File: config.mk
export PLATFORM = sky130hd
export DESIGN_NAME = toeplitz_acc
export DESIGN_NICKNAME = d
export VERILOG_FILES = /design/src/rtl/toeplitz_acc.sv
export SDC_FILE = /design/constraint.sdc
export NUM_CORES = 1
export LEC_CHECK = 0
export ABC_AREA = 1
export CORE_MARGIN = 2
export CORE_UTILIZATION = 50
export DETAILED_ROUTE_END_ITERATION = 10
export PLACE_DENSITY = 0.8
export SYNTH_ARGS = -nofsm -noshare
export SYNTH_HDL_FRONTEND = slang
export SYNTH_SLANG_ARGS = --single-unit
File: constraint.sdc
create_clock -name clk -period 1.98 [get_ports clk]
set_input_delay 0.396 -clock clk [delete_from_list [all_inputs] [get_ports clk]]
set_output_delay 0.396 -clock clk [all_outputs]
set_load 0.03 [all_outputs]
File: src/rtl/toeplitz_acc.sv
// GF(2) accumulator: XORs data-selected Toeplitz columns over BEATS beats into one L-bit hash word.
// Hash appears the cycle after the completion beat; a one-entry valid/ready buffer drops words when full.
module toeplitz_acc #(
  parameter int N      = 256,
  parameter int L      = 128,
  parameter int STRIDE = 1,
  parameter int BEATS  = N / STRIDE
) (
  input  logic                clk,
  input  logic                reset,
  input  logic [STRIDE*L-1:0] cols,
  input  logic [STRIDE-1:0]   din,
  input  logic                din_valid,
  output logic                beat_first,
  output logic [L-1:0]        hash,
  output logic                hash_valid,
  input  logic                hash_ready,
  output logic                err_underrun,
  output logic                err_overflow,
  output logic [15:0]         blk_ok,
  output logic [15:0]         blk_drop
);

  localparam int BW = (BEATS > 1) ? $clog2(BEATS) : 1;
  localparam logic [BW-1:0] LAST = BW'(BEATS - 1);

  logic [BW-1:0] beat;
  logic [L-1:0]  acc;
  logic          bad;
  logic [L-1:0]  contrib;
  logic [L-1:0]  fin;
  logic          fbad;
  logic          first;
  logic          last;
  logic          buf_free;

  always_comb begin
    contrib = '0;
    for (int k = 0; k < STRIDE; k++) begin
      contrib = contrib ^ (cols[k*L +: L] & {L{din[k]}});
    end
  end

  assign first      = (beat == '0);
  assign last       = (beat == LAST);
  assign beat_first = first;

  // Masking acc/bad on the first beat restarts the block without a clear
  // cycle, and also covers BEATS == 1 where first and last coincide.
  assign fin      = (first ? '0 : acc) ^ contrib;
  assign fbad     = (first ? 1'b0 : bad) | ~din_valid;
  assign buf_free = ~hash_valid | hash_ready;

  always_ff @(posedge clk or negedge reset) begin
    if (!reset) begin
      beat <= '0;
      acc  <= '0;
      bad  <= 1'b0;
    end else begin
      beat <= last ? '0 : beat + BW'(1);
      acc  <= fin;
      bad  <= fbad;
    end
  end

  always_ff @(posedge clk or negedge reset) begin
    if (!reset) begin
      hash         <= '0;
      hash_valid   <= 1'b0;
      err_underrun <= 1'b0;
      err_overflow <= 1'b0;
      blk_ok       <= '0;
      blk_drop     <= '0;
    end else begin
      err_underrun <= 1'b0;
      err_overflow <= 1'b0;
      if (last && !fbad && buf_free) begin
        hash       <= fin;
        hash_valid <= 1'b1;
        if (blk_ok != 16'hFFFF) blk_ok <= blk_ok + 16'd1;
      end else begin
        // A sink handshake still drains the buffer on a discarded completion.
        if (hash_valid && hash_ready) hash_valid <= 1'b0;
        if (last) begin
          if (fbad) err_underrun <= 1'b1;
          else      err_overflow <= 1'b1;
          if (blk_drop != 16'hFFFF) blk_drop <= blk_drop + 16'd1;
        end
      end
    end
  end

endmodule
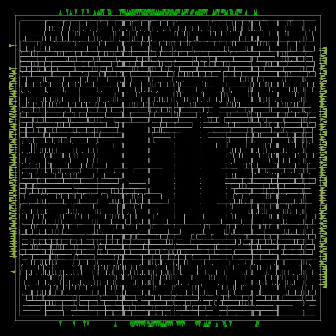
*Placement view*
tap cell count: 330
standard-cell rows: 58

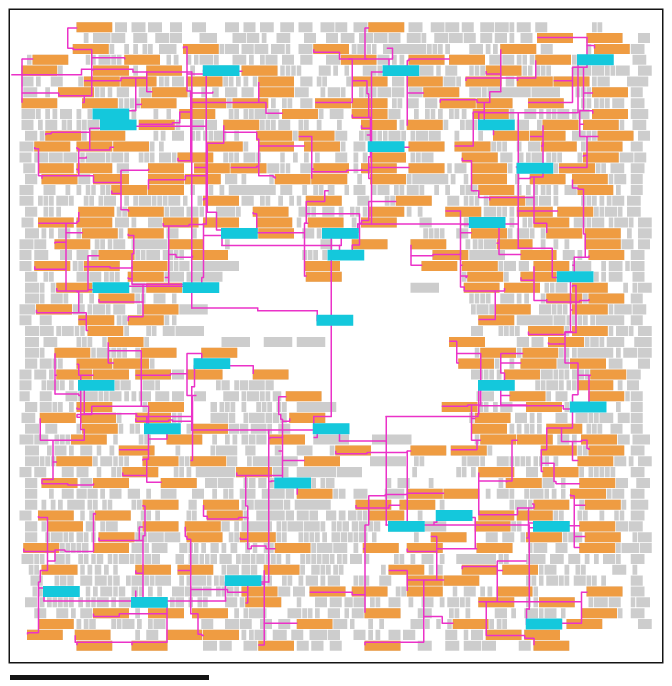
*Clock network drawn from the DEF*
The bar under the picture is 50 um long.
[cyan] clock-net drivers | count: 30
[magenta] clock wires | length: 3,480 um
[orange] flip-flops | count: 300
routed clock nets: 31

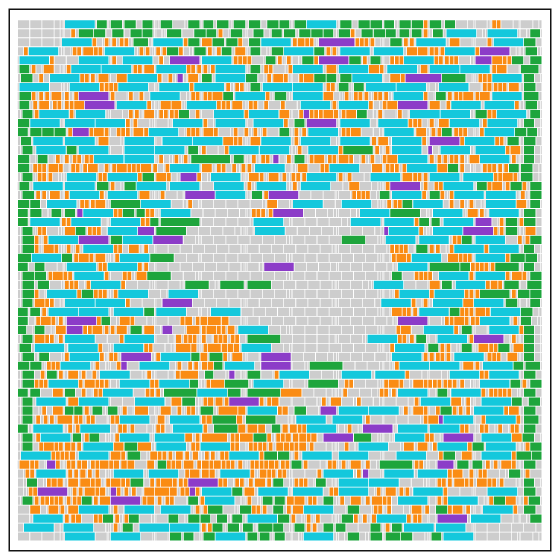
*Placed cells, one color a class*
Fill, decap, tap and diode cells in gray.
[green] remaining buffers and delay cells | cells: 347 | share of their area: 21%
[cyan] sequential cells | cells: 300 | share of their area: 44%
[purple] clock drivers and dummy loads | cells: 55 | share of their area: 5.9%
[orange] remaining logic cells | cells: 1,052 | share of their area: 29%

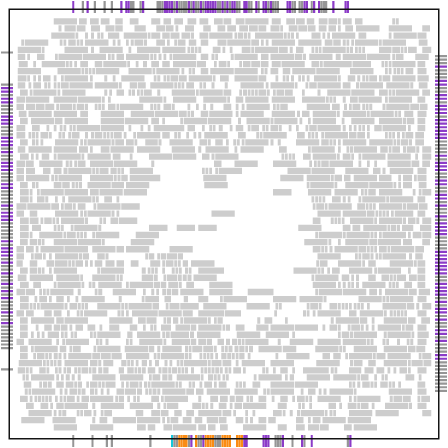
*Pin placement*
Pins as bars across the die edge, other pins in gray.
[purple] hash | pins: 128 | direction: output | edge: 48 right, 38 top, 31 left, 11 bottom
[cyan] err_underrun | pins: 1 | direction: output | edge: bottom
[orange] blk_drop | pins: 16 | direction: output | edge: bottom
all pins by edge: 95 right, 78 top, 77 left, 47 bottom

==> impl_metrics.tcl <==
# collected from the flow reports
set metrics [dict create \
    cts.sinks 300 \
    min_period_ns 2.10 \
    outcome "complete, but fails checks" \
    worst_slew_pin_slew_ns 0.390 \
    cts_root_buffer "sky130_fd_sc_hd__clkbuf_16" \
    skew_ns 0.00749 \
    failed_checks "setup timing" \
    clk_transition_reported_paths_ns 0.06 \
    worst-r2r-setup-slack_ns -0.08 \
    cap_violations 0 \
    largest_net_degree_at_the_start_of_global_routing 68 \
    layout.cells.most_common "sky130_fd_sc_hd__nand2_1" \
    placed_area_sq_um 16200 \
    synth_area_leader_cell "sky130_fd_sc_hd__dfrtp_1" \
    first_pass_iters 5 \
    number_of_antenna_violations_at_the_first_check_in_global_routing 0 \
    syn_nets 1553 \
    synth_sequential_area_ratio 0.591 \
    pin_count 297 \
    synthesized_area_per_cell_sq_um 8.98 \
    dp_slack_ns 0.0519 \
    synth-area-yosys_sq_um 12700 \
    nets 1868 \
    via_count_of_the_first_global_routing_pass 10700 \
    synthFlopType "sky130_fd_sc_hd__dfrtp_1" \
    count_of_flip_flops_with_a_built_in_enable_after_synthesis 0 \
    critical_path.startpoint_type "flop" \
    cts_buffers 30 \
    maxSlewHeadroom 0.741 \
    clock.latency.late_pin_ns 0.54 \
    first_iter_violations 908 \
    final.hold.worst_slack_ns 0.255 \
    cp_data_arrival_time_ns 1.71 \
    area_delta_synth_final_pct 38.2 \
    p_per_area_nw_per_um2 934 \
    drt_wl_total_mm 35.6 \
    area_leaders "sky130_fd_sc_hd__dfrtp_1 (59%), sky130_fd_sc_hd__nand2_1 (23%), sky130_fd_sc_hd__xor2_1 (9.8%)" \
    portBuffers 296 \
    overall_via_count_from_detail_route 10700 \
    netlist_instances 1416 \
    critical_path_class "reg -> out" \
    leakage_uw 0.00980 \
    max-clock-path-buffers 3 \
    ys_seq_elements 300 \
    finalInstanceArea_sq_um 17600 \
    initial_utilization 0.508 \
    drt-wirelength-per-cell_um 17.1 \
    timing.final.max_slew_violations 0 \
    hold_path_class "in -> reg" \
    synthDistinctLibCells 22 \
    cts-htree-levels 1 \
    critical_path_peak_fanout 7 \
    critPathCaptureType "output port" \
    place_hpwl_mm 21.4 \
    final_antenna_net_count 0 \
    antennaDiodeCount 0 \
    cell_total_in_the_yosys_stat_output 1416 \
    grt-ovfl-total 0 \
    setup-violations-final 114 \
    core_area_sq_um 25000 \
    dieArea_sq_um 26700 \
    layout_setup_ws_ns -0.122 \
    irDropWorstVdd_uv 674 \
    async_flop_share 1.00 \
    yosysWarningCount 0 \
]
-- worst max-delay path: stages, from the launching register on --
cell and delay, ns:
sky130_fd_sc_hd__dfrtp_1 0.38, sky130_fd_sc_hd__inv_1 0.06, sky130_fd_sc_hd__ha_2 0.16, sky130_fd_sc_hd__nand2_2 0.06, sky130_fd_sc_hd__nor2_4 0.12, sky130_fd_sc_hd__nand2_4 0.07
sky130_fd_sc_hd__buf_16 0.14, sky130_fd_sc_hd__clkinv_4 0.04, sky130_fd_sc_hd__buf_6 0.11
-- synthesized netlist by cell type (all sizes together), types with 4 or more instances --
cell	n
nand3	17
inv	32
xor2	142
dfrtp	300
nand4	24
nand2	774
nor2	34
a21oi	4
nor3	8
xnor2	8
buf	47
clkbuf	17
o21ai	4
ha	4
-- metal layers --
| layer | GRT usage | vias up | share of wire |
|---|---|---|---|
| li1 | - | 4945 | - |
| met1 | 0.330 | 5190 | 0.41 |
| met2 | 0.417 | 472 | 0.48 |
| met3 | 0.0457 | 75 | 0.080 |
| met4 | 0.0877 | 0 | 0.028 |
| met5 | 0 | - | 0 |
-- area by class of cell --
| cell class | instances | area, sq um |
|---|---|---|
| tap | 330 | 413 |
| fill | 1900 | 7460 |
| clock buffer | 42 | 897 |
| timing repair buffer | 347 | 3670 |
| multi-input combinational | 1020 | 4820 |
| clock inverter | 13 | 121 |
| sequential | 300 | 7510 |
| inverter | 32 | 138 |
-- metrics by stage --
step | cells | total power, uW | util | TNS, ns
detailed placement | 2008 | 10700 | 0.646 | 0
CTS | 2067 | 16500 | 0.684 | -0.127
finish | 2084 | 16400 | 0.702 | -3.56
global placement | 2008 | 10500 | 0.646 | 0
global route | 2084 | 17300 | 0.702 | -22.16
floorplan | 1416 | 9750 | - | 0
-- report_power, final --
part           switching [uW]  total (uW)  leakage [uW]  internal, uW
registers                 370        7830       0.00388          7460
logic                    1680        2800       0.00542          1120
clock network            2370        5770      0.000511          3410
total                    4420       16400       0.00980         12000
-- state kept, by name (all words and copies together) (netlist names) --
signal,cells
acc,128
bad,1
beat,8
blk_drop,16
blk_ok,16
err_overflow,1
err_underrun,1
hash,128
hash_valid,1
-- logic make-up after synthesis --
logic type | after synthesis | synth area share
AOI/OAI and AO/OA | 8 | 0.00315
DFF | 300 | 0.591
xor gates and xnor gates | 150 | 0.103
buffers and inverters | 96 | 0.0362
and+or+nand+nor | 858 | 0.263
adders and majority gates | 4 | 0.00394
-- final timing paths --
| kind | from | endpoint | cells past startpoint |
|---|---|---|---|
| hold reg to reg | hash[110] | hash[110] | 2 |
| max in group asynchronous | reset | acc[115] | 3 |
| setup / recovery | beat[1] | beat_first | 8 |
| setup reg to reg | beat[1] | hash[39] | 12 |
| hold / removal | din | acc[0] | 3 |
| min in group asynchronous | reset | acc[38] | 2 |
-- repair_timing --
action,4_1_cts,5_1_grt
cloned,2,10
gates resized,157,47
pin swaps,2,1
hold buffers,1,0
buffers inserted,1,7
hold endpoints to repair,28,0
setup endpoints to repair,150,173
No activity file was given, so power comes from the tool's default toggle rates.
